===== src/rtl/spi_master_core.sv =====
// SPI master: one DWIDTH-bit MSB-first word per cs window, runtime CPOL/CPHA/divider; rx_valid fires
// (2*DWIDTH+1)*(clk_div+1) cycles after accept; tx_ready low while busy, requests are not queued.
module spi_master_core #(
  parameter int DWIDTH    = 8,
  parameter int DIV_WIDTH = 8
) (
  input  logic                 clk,
  input  logic                 rst_b,
  input  logic                 cpol,
  input  logic                 cpha,
  input  logic [DIV_WIDTH-1:0] clk_div,
  input  logic                 tx_valid,
  output logic                 tx_ready,
  input  logic [DWIDTH-1:0]    tx_data,
  output logic                 rx_valid,
  output logic [DWIDTH-1:0]    rx_data,
  output logic                 busy,
  output logic                 sclk,
  output logic                 mosi,
  input  logic                 miso,
  output logic                 cs
);

  localparam int ECW = $clog2(2 * DWIDTH);
  localparam logic [ECW-1:0] LAST_EDGE = ECW'(2 * DWIDTH - 1);

  typedef enum logic [1:0] {IDLE, SETUP, XFER, HOLD} state_t;

  state_t                state_q, state_d;
  logic [DIV_WIDTH-1:0]  timer_q, div_q;
  logic                  cpha_q;
  logic [DWIDTH-1:0]     tx_sh_q, rx_sh_q;
  logic [ECW-1:0]        edge_q;
  logic                  accept, tick, edge_fire, leading, last_edge;

  assign tx_ready  = rst_b & (state_q == IDLE);
  assign busy      = (state_q != IDLE);
  assign accept    = tx_valid & (state_q == IDLE);
  assign tick      = (timer_q == '0);
  // The half-period that ends SETUP produces edge 0, so cs spans 2*DWIDTH+1 half-periods.
  assign edge_fire = tick & ((state_q == SETUP) | (state_q == XFER));
  assign leading   = ~edge_q[0];
  assign last_edge = (edge_q == LAST_EDGE);

  always_ff @(posedge clk or negedge rst_b) begin
    if (!rst_b) state_q <= IDLE;
    else        state_q <= state_d;
  end

  always_comb begin
    state_d = state_q;
    case (state_q)
      IDLE:    if (accept)            state_d = SETUP;
      SETUP:   if (tick)              state_d = XFER;
      XFER:    if (tick && last_edge) state_d = HOLD;
      HOLD:    if (tick)              state_d = IDLE;
      default:                        state_d = IDLE;
    endcase
  end

  always_ff @(posedge clk or negedge rst_b) begin
    if (!rst_b) begin
      timer_q  <= '0;
      div_q    <= '0;
      cpha_q   <= 1'b0;
      tx_sh_q  <= '0;
      rx_sh_q  <= '0;
      edge_q   <= '0;
      sclk     <= 1'b0;
      mosi     <= 1'b0;
      cs       <= 1'b0;
      rx_data  <= '0;
      rx_valid <= 1'b0;
    end else begin
      rx_valid <= 1'b0;
      if (state_q == IDLE) begin
        sclk    <= cpol;
        mosi    <= 1'b0;
        edge_q  <= '0;
        timer_q <= clk_div;
        if (accept) begin
          cs      <= 1'b1;
          div_q   <= clk_div;
          cpha_q  <= cpha;
          rx_sh_q <= '0;
          // CPHA=0 presents the MSB before the first edge; CPHA=1 drives it on edge 0.
          mosi    <= ~cpha & tx_data[DWIDTH-1];
          tx_sh_q <= cpha ? tx_data : (tx_data << 1);
        end
      end else begin
        timer_q <= tick ? div_q : (timer_q - 1'b1);
        if (edge_fire) begin
          sclk   <= ~sclk;
          edge_q <= edge_q + 1'b1;
          if (leading ^ cpha_q) begin
            rx_sh_q <= {rx_sh_q[DWIDTH-2:0], miso};
          end else if (!last_edge) begin
            mosi    <= tx_sh_q[DWIDTH-1];
            tx_sh_q <= tx_sh_q << 1;
          end
        end
        if ((state_q == HOLD) && tick) begin
          cs       <= 1'b0;
          mosi     <= 1'b0;
          rx_data  <= rx_sh_q;
          rx_valid <= 1'b1;
        end
      end
    end
  end

endmodule


===== config.mk =====
export PLATFORM = sky130hd
export DESIGN_NAME = spi_master_core
export DESIGN_NICKNAME = d
export VERILOG_FILES = /design/src/rtl/spi_master_core.sv
export SDC_FILE = /design/constraint.sdc
export NUM_CORES = 1
export LEC_CHECK = 0
export ABC_AREA = 1
export CAP_MARGIN = 0
export CELL_PAD_IN_SITES_DETAIL_PLACEMENT = 1
export CELL_PAD_IN_SITES_GLOBAL_PLACEMENT = 1
export CORE_ASPECT_RATIO = 0.7
export CORE_MARGIN = 2
export CORE_UTILIZATION = 30
export DETAILED_ROUTE_END_ITERATION = 8
export GPL_ROUTABILITY_DRIVEN = 0
export PLACE_DENSITY_LB_ADDON = 0.25
export SETUP_SLACK_MARGIN = 0.1
export SKIP_LAST_GASP = 1
export SLEW_MARGIN = 10
export SYNTH_ARGS = -nofsm -noshare
export SYNTH_HDL_FRONTEND = slang
export SYNTH_SLANG_ARGS = --single-unit

===== constraint.sdc =====
create_clock -name clk -period 2.15 [get_ports clk]
set_input_delay 0.645 -clock clk [delete_from_list [all_inputs] [get_ports clk]]
set_output_delay 0.645 -clock clk [all_outputs]
set_load 0.01 [all_outputs]

**Run 1: nets reached from selected ports**

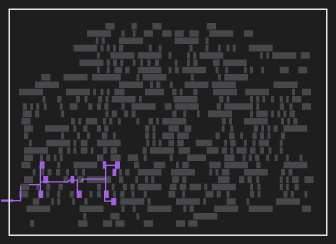
`cpha`: in purple, bits 1, direction input, edge left, end cells 10, buffers 2, wire 77.3 µm.
number of port buffers: 35
I/O pin count: 36

**Run 1: cell density map**

The die is cut into 12 by 8 equal tiles; white is low, dark blue is high, 0 to 100% covered.
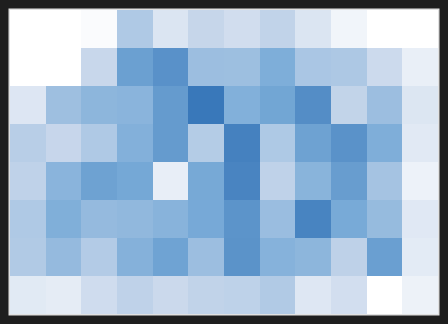
The fullest tile reaches 71%. The mean over all tiles is 34%. 7.3% of the tiles are nearly empty. The densest ninth of the die: centre.
Core Util, Final: 0.402
Core Footprint: 8620 µm²
fp_density: 0.315

==> flow_metrics.tcl, run 1 <==
# metrics dict for downstream scripts
set metrics [dict create \
    status "finished clean" \
    dr_wl_met2_mm 2.94 \
    min_path_type "flip-flop to flip-flop" \
    synth_cells 341 \
    cts_sinks 51 \
    lay_top_count "nand2_1" \
    cts_hold_buf 0 \
    tool_warnings 31 \
    cp-startpoint "state_q[0]" \
    place_hpwl_mm 4.96 \
    topCellsByArea "dfrtp_1 (47%), nand2_1 (16%), nand3_1 (6.8%)" \
    ys_seq_share 0.470 \
    p_seq_frac 0.324 \
    vias 2331 \
    avgSynthCellArea_um2 7.95 \
    layout_top_cells "nand2_1 (119), dfrtp_1 (51), nand3_1 (37)" \
    gr-total-overflow 0 \
    placed_cell_area_um2 3260 \
    hold_viol_final 0 \
    p_int_mw 2.63 \
    rrSetupSlack_ps 340 \
    required_ps 1500 \
    postCtsSetupRepairBufs 0 \
]
**Run 1: the metal 1 layer**

Supply wires on this layer in grey.
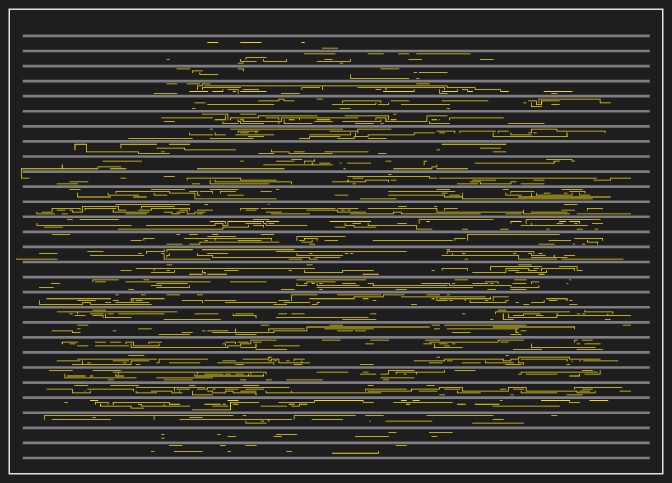
The layer holds 52% of the routed length. 364 nets have wire on it. The longest straight run is 43.7 µm. The wires run mostly horizontal. The layer carries 3580 µm of wire.
final wirelength: 6.90 mm
met1 Usage GRT: 0.210

==> run 1: state kept, by name, summed over array words and instances, names as in the netlist <==
name and count:
rx_valid 1, cs 1, mosi 1, timer_q 8
rx_data 8, sclk 1, edge_q 4, rx_sh_q 8
tx_sh_q 8, cpha_q 1, state_q 2, div_q 8
==> run 1: synth_stat cells (2+ instances only) <==
cell type	count
nor2_1	23
a21oi_1	8
a22oi_1	2
inv_1	23
o21ai_0	28
nand3_1	37
nand2_1	119
nand2_4	4
inv_2	4
clkbuf_1	2
o211ai_2	3
nor2_4	3
ha_1	8
nor2_2	4
buf_2	5
dfrtp_1	51
nand2_2	4
==> run 1: power by group through the flow <==
| stage | Combinational, mW | Sequential [mW] | Clock (mW) |
|---|---|---|---|
| 2_1_floorplan | 1.26 | 1.39 | 0 |
| 3_3_place_gp | 1.83 | 1.40 | 0 |
| 3_5_place_dp | 1.87 | 1.42 | 0 |
| 4_1_cts | 1.90 | 1.41 | 1.08 |
| 5_1_grt | 2.14 | 1.44 | 1.12 |
| 6_report | 1.87 | 1.40 | 1.05 |
==> run 1: worst max-delay path: cells and delay by family (launching register included) <==
family / cells / cell delay, ps
DFF: 1 / 400
buffers and inverters: 4 / 480
adders and majority gates: 1 / 150
==> run 1: kinds of logic (layout without fill, tap and decap cells) <==
| kind of cell | after synthesis | count (layout) | share of synthesized area |
|---|---|---|---|
| AND/OR/NAND/NOR | 198 | 198 | 0.331 |
| XOR/XNOR | 2 | 2 | 0.00646 |
| adder cells (fa/ha/maj) | 8 | 8 | 0.0369 |
| AND-OR/OR-AND | 44 | 44 | 0.0936 |
| buffers and inverters | 38 | 85 | 0.0618 |
| flip-flops | 51 | 51 | 0.470 |
==> run 2: changes to the inputs <==
Settings changed: CORE_UTILIZATION 30 to 41.
==> run 2 against run 1 <==
Against the previous run: die size down 26%; largest cell class unchanged; fmax down 0.83%; highest routed layer unchanged; synthesized area stayed put; critical path type unchanged; cell count is 8.7% lower.
==> flow_metrics.tcl, run 2 <==
# metrics dict for downstream scripts
set metrics [dict create \
    die_h_um 72.1 \
    ys.flop_type "dfrtp_1" \
    cts_made_buffers 5 \
    status "finished clean" \
    worst_pin_slew_ps 664 \
    avgSynthCellArea_um2 7.95 \
    tool_warnings 31 \
    total_power_mw 3.96 \
    period_used_share 0.928 \
    antenna_cells 0 \
    syn_area_um2 2710 \
    placed_cell_area_um2 3170 \
    place_hpwl_mm 5.10 \
    cp-startpoint "state_q[1]" \
    layout_top_cells "nand2_1 (119), dfrtp_1 (51), nand3_1 (37)" \
    io_pins 36 \
    cts_sinks 51 \
    rrSetupSlack_ps 300 \
    end_kind "output port" \
    r2r-start "timer_q[0]" \
    topCellsByArea "dfrtp_1 (47%), nand2_1 (16%), nand3_1 (6.8%)" \
    vias_per_cell 5.12 \
    leakage_nw 1.71 \
    required_ps 1500 \
    gr-total-overflow 0 \
    post-route-drc-count 0 \
    cts.path.max_buffers 2 \
    hold_viol_final 0 \
    lay_top_count "nand2_1" \
    postRouteAntennaNets 0 \
    common_cells "nand2_1 (119), dfrtp_1 (51), nand3_1 (37)" \
    area_growth_pct 21.9 \
    most_common_cell "nand2_1" \
    ys_cells 341 \
    min_path_type "input port to asynchronous set/reset pin" \
    dr.first_iter.drc_count 74 \
    ys_seq_share 0.470 \
    portBuffers 35 \
    cts_tree "done" \
    synth.top_cell.area_share 0.470 \
    fmax_ghz 0.501 \
    synth_cells 341 \
]
run 2: timing repair:
| item | 4_1_cts | 5_1_grt |
|---|---|---|
| resized | 6 | 2 |
| hold buffers | 0 | 0 |
| endpoints found under the setup margin | 2 | 2 |
| setup buffers | 1 | 2 |
run 2: logic make-up after synthesis:
group / count (synthesis) / synth area share
simple gates: 198 / 0.331
compound gates: 44 / 0.0936
fa+ha+maj: 8 / 0.0369
buf+inv: 38 / 0.0618
flops: 51 / 0.470
xor+xnor: 2 / 0.00646
run 2: where the power goes:
| group | internal (mW) | total, mW | switching [mW] |
|---|---|---|---|
| Clock | 0.341 | 0.675 | 0.335 |
| Combinational | 0.688 | 1.88 | 1.19 |
| Sequential | 1.22 | 1.41 | 0.180 |
| Total | 2.25 | 3.96 | 1.70 |
run 2: worst max-delay path, cell delays in order (launching register included):
cell           delay (ps)
dfrtp_1               410
inv_2                 100
ha_4                  170
inv_1                  80
dlygate4sd2_1         290
run 2: routing by layer:
metal / share of wire / GRT usage / wire [µm]
met2: 0.47 / 0.347 / 3240
met1: 0.50 / 0.291 / 3480
met4: 0.0089 / 0.0450 / 62
met5: 0 / 0 / 0
met3: 0.025 / 0.0318 / 177
run 2: stage by stage:
stage / utilization / cells
after CTS: 0.523 / 462
after floorplan: - / 341
after global placement: 0.503 / 454
after global routing: 0.524 / 464
final: 0.524 / 464
after detailed placement: 0.503 / 454
run 2: cell type report:
type / count / area, µm²
clock buffers: 5 / 68.8
flip-flops and latches: 51 / 1280
clock inverters: 2 / 37.5
multi-input cells: 252 / 1280
repair buffers: 47 / 429
fillers: 803 / 3000
inverters: 29 / 116
well taps: 78 / 97.6
**Run 2: the metal 1 layer**

Supply wires on this layer in grey.
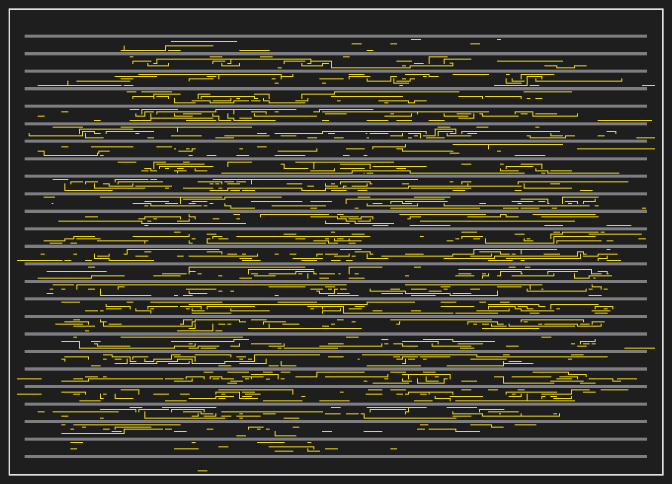
The layer holds 50% of the routed length. The longest straight run is 41.9 µm. 386 nets have wire on it. The wires run mostly horizontal. The layer carries 3480 µm of wire.
final wirelength: 6.96 mm
vias: 2374
met1 Usage GRT: 0.291

**Run 2: cell density map**

The die is cut into 10 by 7 equal tiles; white is low, dark blue is high, 0 to 100% covered.
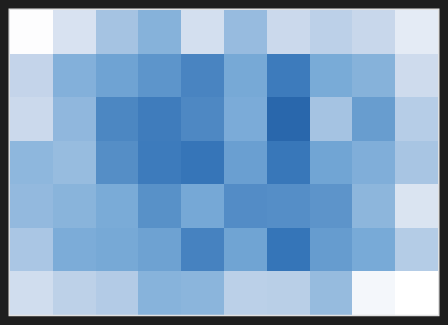
The fullest tile reaches 78%. The mean over all tiles is 44%. 1.4% of the tiles are over 75% full. The densest ninth of the die: centre. 2.9% of the tiles are nearly empty.
Core Util, Final: 0.524
fp_density: 0.430
Core Footprint: 6310 µm²

**Run 2: cells coloured by class**

Bar = 20 µm. Fill, decap, tap and diode cells in grey.
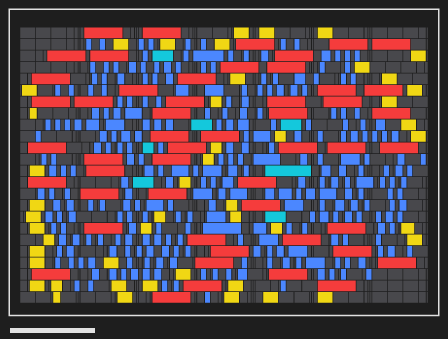
remaining logic cells: in blue, cells 281, share of their area 44%. remaining buffers and delay cells: in yellow, cells 47, share of their area 13%. clock drivers and dummy loads: in cyan, cells 7, share of their area 3.3%. registers: in red, cells 51, share of their area 40%.
Core Rows: 24
fin area: 3310 µm²
flop share of the area: 0.386

Power figures rest on the tool's default switching activity, not on a simulated workload.
